**Run 1: placed cells, one colour a class**

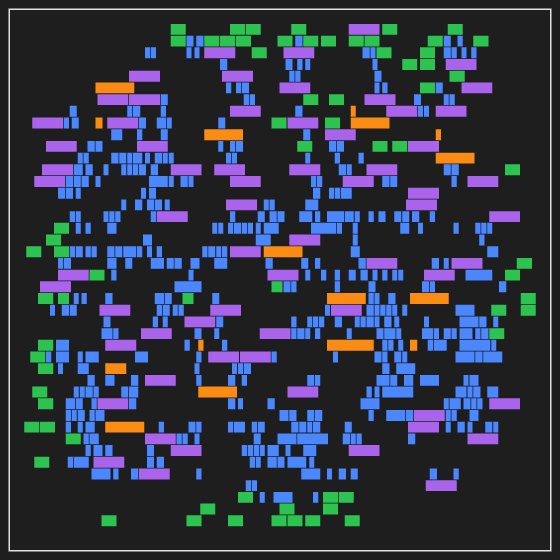
**Run 1: routing congestion**

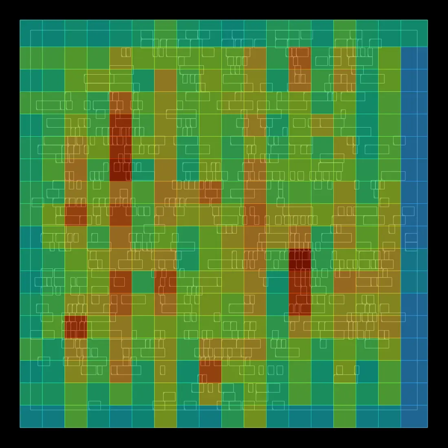
**Run 1: cell sizes after repair**

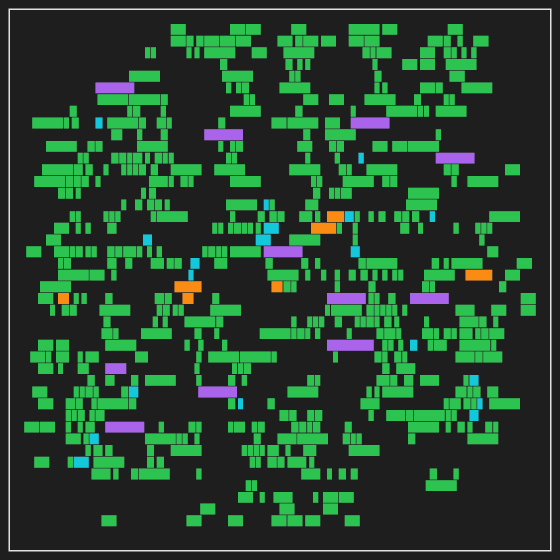
`src/rtl/srs_angle_sched.sv`:
```
// srs_angle_sched: runs one SRS slot as (symbol x port) engine jobs and tags the returned sample stream.
// Optional build macro SRS_SCHED_TIMEOUT_EN adds a 16-bit RUN watchdog.
module srs_angle_sched (
  input  logic        clk,
  input  logic        rst,
  input  logic        start,
  input  logic        abort,
  input  logic [1:0]  symb_num,
  input  logic [1:0]  n_port,
  input  logic [3:0]  n_cs,
  input  logic [3:0]  n_cs_max,
  input  logic [10:0] m_sc,
  output logic        busy,
  output logic        done,
  output logic        err_cfg,
  output logic        eng_start,
  output logic [1:0]  eng_symb_index,
  output logic [3:0]  eng_alpha_p,
  input  logic        eng_phi_en,
  input  logic [11:0] eng_phi_val,
  output logic        phi_en,
  output logic [11:0] phi_val,
  output logic [1:0]  phi_port,
  output logic [1:0]  phi_symb
);

  typedef enum logic [2:0] {IDLE, ISSUE, RUN, NEXT, FIN} state_t;

  state_t      state, state_nxt;

  logic        accept, take, last_job, sample_last, timeout;
  logic [1:0]  last_symb, last_port, port_shift;
  logic [3:0]  cs_base, cs_max;
  logic [10:0] sc_last, samp_cnt;
  logic        sc_zero;
  logic [1:0]  port_cnt, symb_cnt;
  logic [3:0]  alpha, alpha_step, alpha_adv;
  logic [4:0]  alpha_sum, alpha_wrap;

  logic [1:0]  dec_last_symb, dec_last_port, dec_shift;
  logic [3:0]  dec_cs;
  logic        dec_err;

  // Raw config decode; only consumed on the accept cycle.
  always_comb begin
    dec_last_symb = 2'd0;
    case (symb_num)
      2'b01:   dec_last_symb = 2'd1;
      2'b11:   dec_last_symb = 2'd3;
      default: dec_last_symb = 2'd0;
    endcase
    dec_last_port = n_port[1] ? 2'd3 : {1'b0, n_port[0]};
    dec_shift     = n_port[1] ? 2'd2 : {1'b0, n_port[0]};
    dec_cs        = (n_cs >= n_cs_max) ? (n_cs - n_cs_max) : n_cs;
    dec_err       = (symb_num == 2'b10) || (n_cs >= n_cs_max) || (m_sc == '0);
  end

  // Per-port alpha advances by n_cs_max/nport with a single wrap subtract,
  // valid because both operands are already below n_cs_max.
  always_comb begin
    alpha_step = cs_max >> port_shift;
    alpha_sum  = {1'b0, alpha} + {1'b0, alpha_step};
    alpha_wrap = alpha_sum - {1'b0, cs_max};
    alpha_adv  = (alpha_sum >= {1'b0, cs_max}) ? alpha_wrap[3:0] : alpha_sum[3:0];
  end

  assign accept      = (state == IDLE) && start && !abort;
  assign take        = (state == RUN) && eng_phi_en && !abort;
  assign last_job    = (port_cnt == last_port) && (symb_cnt == last_symb);
  assign sample_last = (samp_cnt == sc_last);

`ifdef SRS_SCHED_TIMEOUT_EN
  logic [15:0] wd_cnt;

  always_ff @(posedge clk) begin
    if (rst || state != RUN || eng_phi_en) wd_cnt <= '0;
    else                                   wd_cnt <= wd_cnt + 16'd1;
  end

  assign timeout = (state == RUN) && !eng_phi_en && (wd_cnt == '1);
`else
  assign timeout = 1'b0;
`endif

  always_comb begin
    state_nxt = state;
    busy      = 1'b1;
    done      = 1'b0;
    eng_start = 1'b0;
    case (state)
      IDLE: begin
        busy = 1'b0;
        if (start) state_nxt = ISSUE;
      end
      ISSUE: begin
        if (sc_zero) state_nxt = FIN;
        else begin
          eng_start = 1'b1;
          state_nxt = RUN;
        end
      end
      RUN: begin
        if (eng_phi_en && sample_last) state_nxt = NEXT;
        else if (timeout)              state_nxt = FIN;
      end
      NEXT:    state_nxt = last_job ? FIN : ISSUE;
      FIN: begin
        done      = 1'b1;
        state_nxt = IDLE;
      end
      default: state_nxt = IDLE;
    endcase
    if (abort) state_nxt = IDLE;
  end

  always_ff @(posedge clk) begin
    if (rst) begin
      state      <= IDLE;
      err_cfg    <= 1'b0;
      last_symb  <= '0;
      last_port  <= '0;
      port_shift <= '0;
      cs_base    <= '0;
      cs_max     <= '0;
      sc_last    <= '0;
      sc_zero    <= 1'b0;
      port_cnt   <= '0;
      symb_cnt   <= '0;
      alpha      <= '0;
      samp_cnt   <= '0;
      phi_en     <= 1'b0;
      phi_val    <= '0;
      phi_port   <= '0;
      phi_symb   <= '0;
    end else begin
      state  <= state_nxt;
      phi_en <= take;
      if (take) begin
        phi_val  <= eng_phi_val;
        phi_port <= port_cnt;
        phi_symb <= symb_cnt;
      end

      if (accept) begin
        err_cfg    <= dec_err;
        last_symb  <= dec_last_symb;
        last_port  <= dec_last_port;
        port_shift <= dec_shift;
        cs_base    <= dec_cs;
        cs_max     <= n_cs_max;
        sc_last    <= m_sc - 11'd1;
        sc_zero    <= (m_sc == '0);
        port_cnt   <= '0;
        symb_cnt   <= '0;
        alpha      <= dec_cs;
      end else if (timeout) begin
        err_cfg <= 1'b1;
      end

      if (state == ISSUE) samp_cnt <= '0;
      else if (take)      samp_cnt <= samp_cnt + 11'd1;

      if (state == NEXT && !last_job) begin
        if (port_cnt == last_port) begin
          port_cnt <= '0;
          symb_cnt <= symb_cnt + 2'd1;
          alpha    <= cs_base;
        end else begin
          port_cnt <= port_cnt + 2'd1;
          alpha    <= alpha_adv;
        end
      end
    end
  end

  assign eng_symb_index = symb_cnt;
  assign eng_alpha_p    = alpha;

endmodule

```
`config.mk`:
```
export PLATFORM = sky130hd
export DESIGN_NAME = srs_angle_sched
export DESIGN_NICKNAME = d
export VERILOG_FILES = /design/src/rtl/srs_angle_sched.sv
export SDC_FILE = /design/constraint.sdc
export NUM_CORES = 1
export LEC_CHECK = 0
export ABC_AREA = 1
export CAP_MARGIN = 15
export CORE_MARGIN = 3
export CORE_UTILIZATION = 25
export CTS_CLUSTER_DIAMETER = 80
export DETAILED_ROUTE_END_ITERATION = 12
export HOLD_SLACK_MARGIN = 0.03
export PLACE_DENSITY_LB_ADDON = 0.05
export SYNTH_ARGS = -nofsm -noshare
export SYNTH_HDL_FRONTEND = slang
export SYNTH_SLANG_ARGS = --single-unit
```
`constraint.sdc`:
```
create_clock -name clk -period 3.6 [get_ports clk]
set_clock_uncertainty 0.05 [all_clocks]
set_input_delay 0.36 -clock clk [delete_from_list [all_inputs] [get_ports clk]]
set_output_delay 0.36 -clock clk [all_outputs]
set_load 0.02 [all_outputs]
```
==> results_dict.tcl, run 1 <==
# yosys + openroad results
set metrics [dict create \
    setup_viol 0 \
    p_per_area_nw_per_um2 425 \
    r2r_cells 17 \
    status "complete, no violations" \
    drc_errors 0 \
    nonClkBufAreaFrac_pct 14.6 \
    edf_count 0 \
    seq_area_um2 1300 \
    power_frac_clock_pct 43.5 \
    ctsResizeCount 0 \
    synthArstFlopShare_pct 0 \
    utilization_pct 33.7 \
    worstSkewPairLatency_ns 0.33 \
    place_ws_ns 0.562 \
    postRouteAntennaNets 0 \
    seq_share_pct 27.7 \
    antenna_found_initial 0 \
    clock-sinks 65 \
    ys_seq_share_pct 36.4 \
    dominant_cells "multi-input combinational cells" \
    vias_per_cell 4.48 \
    end_kind "flop" \
    critical_path_class "reg2reg" \
    htree_levels 3 \
    initCoreUtil_pct 25.6 \
    synth_area_per_cell_um2 7.02 \
    worst-path-max-fanout 8 \
    slew_headroom_pct 70.3 \
    routabilityCongestion 0.841 \
    grt_pass1_vias 3529 \
]
Notes on 'placed cells, one colour a class' above:
other buffers and delay cells -> green  # cells 69, share of their area 15%
combinational and other logic -> blue  # cells 430, share of their area 49%
clock drivers and dummy loads -> orange  # cells 16, share of their area 6.5%
flops -> purple  # cells 65, share of their area 29%

Notes on 'routing congestion' above:
global route hottest layer: met2
met2 global-route usage: 24.1%
met1 Use GR: 16.0%
DR WL/cell: 13.4 µm
met3 Track Usage GR: 4.10%

Notes on 'cell sizes after repair' above:
_3 and _4 cells -> orange  # cells 7, share 1.2%
_0 and _1 cells -> green  # cells 543, share 94%
_6 and larger -> purple  # cells 11, share 1.9%
_2 cells -> cyan  # cells 19, share 3.3%

## run 1: per-layer routing
layer | up-vias | GRT usage, % | part of all wire (%)
met5 | - | 0 | 0
met4 | 0 | 3.83 | 1.1
met3 | 8 | 4.10 | 3.2
met2 | 48 | 24.1 | 50
met1 | 1554 | 16.0 | 46
li1 | 1796 | - | -
## run 1: registers in the layout, indices dropped and copies added, names as in the netlist, 3 cells and up
signal / cells
cs_max: 4
phi_val: 12
state: 3
cs_base: 4
sc_last: 11
samp_cnt: 11
eng_alpha_p: 4
## run 1: power by group through the flow
stage	Combinational [mW]	Sequential, mW	Clock, mW
final	0.360	0.766	0.866
after global routing	0.416	0.770	0.933
after CTS	0.365	0.767	0.900
after detailed placement	0.363	0.782	0
after global placement	0.363	0.782	0
after floorplan	0.235	0.783	0
==> run 1 -> run 2 <==
- CORE_ASPECT_RATIO: default -> 1.75
==> run 2 against run 1 <==
  * Combinational power hardly changed
  * Clock power increased by 8.2%
  * Final area is 0.51% higher
  * Utilization up 0.24 points
  * Non-clock buffer count is the same
  * Power is 3.7% higher
  * Sequential power about the same
  * Largest cell class unchanged
  * Highest routed layer unchanged
==> results_dict.tcl, run 2 <==
# yosys + openroad results
set metrics [dict create \
    clock-sinks 65 \
    end_kind "flop" \
    grt_pass1_vias 3442 \
    setup_viol 0 \
    worst-path-max-fanout 8 \
    status "complete, no violations" \
    seq_area_um2 1300 \
    drt-met1-wl_um 4030 \
    nonClkBufAreaFrac_pct 14.5 \
    critical_path_class "reg2reg" \
    drc_errors 0 \
    worstSkewPairLatency_ns 0.33 \
    place_ws_ns 0.533 \
    edf_count 0 \
    routabilityCongestion 0.859 \
    largestRegisters "phi_val (12), samp_cnt (11), sc_last (11)" \
    p_per_area_nw_per_um2 438 \
    met1_usage_pct 14.6 \
    dominant_cells "multi-input combinational cells" \
    r2r_cells 16 \
    utilization_pct 33.9 \
    synthArstFlopShare_pct 0 \
    met2_usage_pct 28.0 \
    postRouteAntennaNets 0 \
    grt-busiest-layer "met2" \
    largest-register "phi_val" \
    seq_share_pct 27.6 \
    largest_reg_flops 12 \
    wl_met3_um 237 \
    synth_area_per_cell_um2 7.02 \
    ys_seq_share_pct 36.4 \
]
==> run 2: cell count changes in the layout (fill, tap and decap cells not counted) <==
cell       previous run  this run
inv_6                 0         1
clkbuf_1              3         0
bufinv_16             1         2
==> run 2: worst reg2reg max path, cell delays in order, from the launching register on <==
cell     delay (ns)
dfxtp_1        0.36
o21ai_0        0.26
o21ai_0        0.13
ha_1           0.21
fa_1           0.40
xnor2_1        0.25
inv_1          0.08
ha_1           0.35
a21oi_1        0.27
nand3_1        0.10
nand2_1        0.11
nand2_1        0.10
nand2_1        0.07
o21ai_0        0.07
o21ai_0        0.15
nand2_1        0.07
inv_1          0.04
==> run 2: power by group <==
group	switching (mW)	internal, mW
sequential	0.0209	0.746
combinational	0.205	0.157
clock	0.316	0.621
total	0.542	1.52
**Run 2: routing congestion**

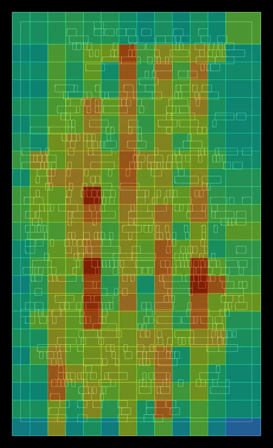
DR WL/cell: 14.2 µm
GRT Total Usage: 14.4%
met3 Track Usage GR: 2.98%

**Run 2: cell sizes after repair**

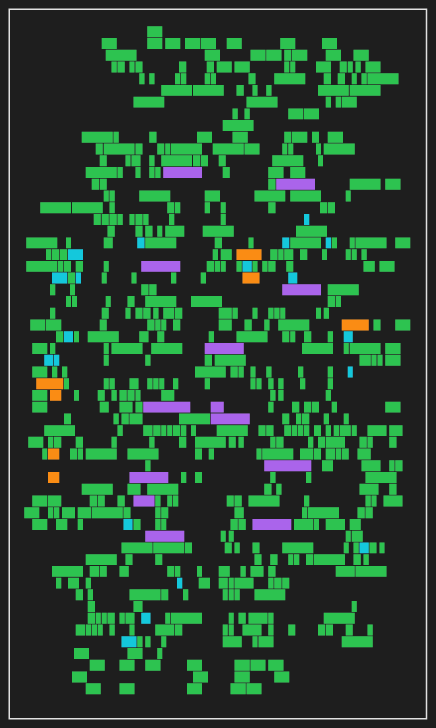
_0 and _1 cells -> green  # cells 540, share 93%
_2 cells -> cyan  # cells 19, share 3.3%
_3 and _4 cells -> orange  # cells 7, share 1.2%
_6 and larger -> purple  # cells 13, share 2.2%

==> run 2 -> run 3 <==
- GPL_TIMING_DRIVEN: default -> 0
==> run 3 against run 2 <==
  * Non-clock buffer count increased by 11
  * Die size unchanged
  * Via count grew 2.3%
  * Largest power group unchanged
  * Global-route usage is 1.0 points higher
  * Register-to-register slack worse by 0.15 ns
  * Clock power increased by 2%
  * Wire length increased by 4.8%
  * Sequential cell count stayed put
  * Critical path type unchanged
==> results_dict.tcl, run 3 <==
# yosys + openroad results
set metrics [dict create \
    worst-path-max-fanout 5 \
    top_power_group "clock" \
    nonClkBufAreaFrac_pct 15.5 \
    synthArstFlopShare_pct 0 \
    met3_usage_pct 2.25 \
    dominant_cells "multi-input combinational cells" \
    drc_errors 0 \
    syn_area_um2 3570 \
    wl_met3_um 281 \
    largest-register "phi_val" \
    largestRegisters "phi_val (12), samp_cnt (11), sc_last (11)" \
    critical_path_class "reg2reg" \
    grt-busiest-layer "met2" \
    r2r_cells 17 \
    p_switching_mw 0.564 \
    p_per_area_nw_per_um2 438 \
    place_ws_ns -0.0482 \
    postRouteAntennaNets 0 \
    synth_area_per_cell_um2 7.02 \
    swShare_pct 26.8 \
    p_seq_share_pct 36.5 \
    mostFrequentLayoutCells "nand2_1 (87), inv_1 (66), clkdlybuf4s50_1 (66)" \
    seq_area_um2 1300 \
    utilization_pct 34.5 \
    routabilityCongestion 0.787 \
    status "complete, no violations" \
    comb_cell_power_mw 0.377 \
    end_kind "flop" \
    largest_reg_flops 12 \
    grt_pass1_vias 3560 \
    worstSkewPairLatency_ns 0.33 \
    met2_usage_pct 31.2 \
    wl_per_cell_um 14.7 \
    p_clk_mw 0.957 \
    clock-sinks 65 \
    seq_share_pct 27.1 \
    edf_count 0 \
    die_w_um 96.4 \
    drt_iter0_drc 146 \
]
run 3: stage by stage:
stage          instances  total power, mW  hold WS [ns]
2_1_floorplan        509             1.02         0.393
3_3_place_gp         752             1.16         0.401
3_5_place_dp         752             1.16         0.405
4_1_cts              768             2.14         0.413
5_1_grt              768             2.23         0.434
6_report             768             2.10         0.414
run 3: logic make-up after synthesis:
| family | share of synthesized area, % |
|---|---|
| flip-flops | 36.4 |
| adder cells (fa/ha/maj) | 6.58 |
| AND-OR/OR-AND | 17.3 |
| AND/OR/NAND/NOR | 26.9 |
| buffers and inverters | 9.87 |
| XOR/XNOR | 2.94 |
run 3: tightest hold or removal path: stages (launching register included):
cell and delay (ns):
dfxtp_1 0.30, nand2_1 0.06, a21oi_1 0.05
**Run 3: cell sizes after repair**

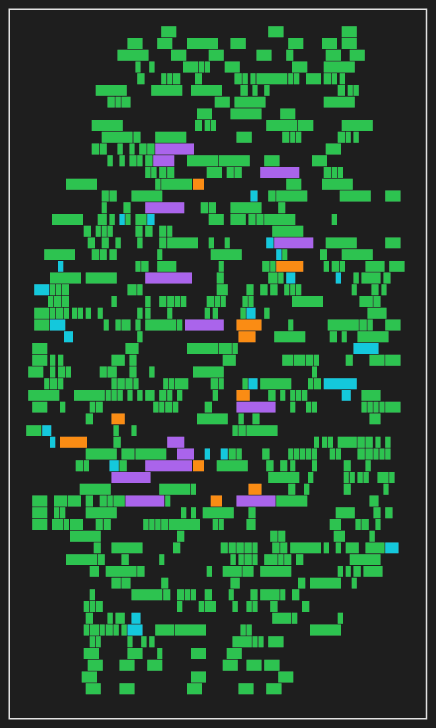
_2 cells -> cyan  # cells 24, share 4.1%
_3 and _4 cells -> orange  # cells 10, share 1.7%
_6 and larger -> purple  # cells 14, share 2.4%
_0 and _1 cells -> green  # cells 543, share 92%

**Run 3: placed cells, one colour a class**

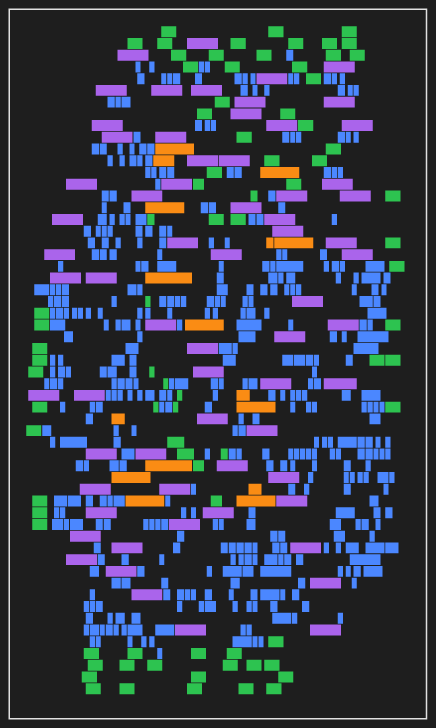
clock drivers and dummy loads -> orange  # cells 16, share of their area 7.2%
other buffers and delay cells -> green  # cells 80, share of their area 16%
flops -> purple  # cells 65, share of their area 28%
combinational and other logic -> blue  # cells 430, share of their area 48%

Power and IR drop assume default switching activity.
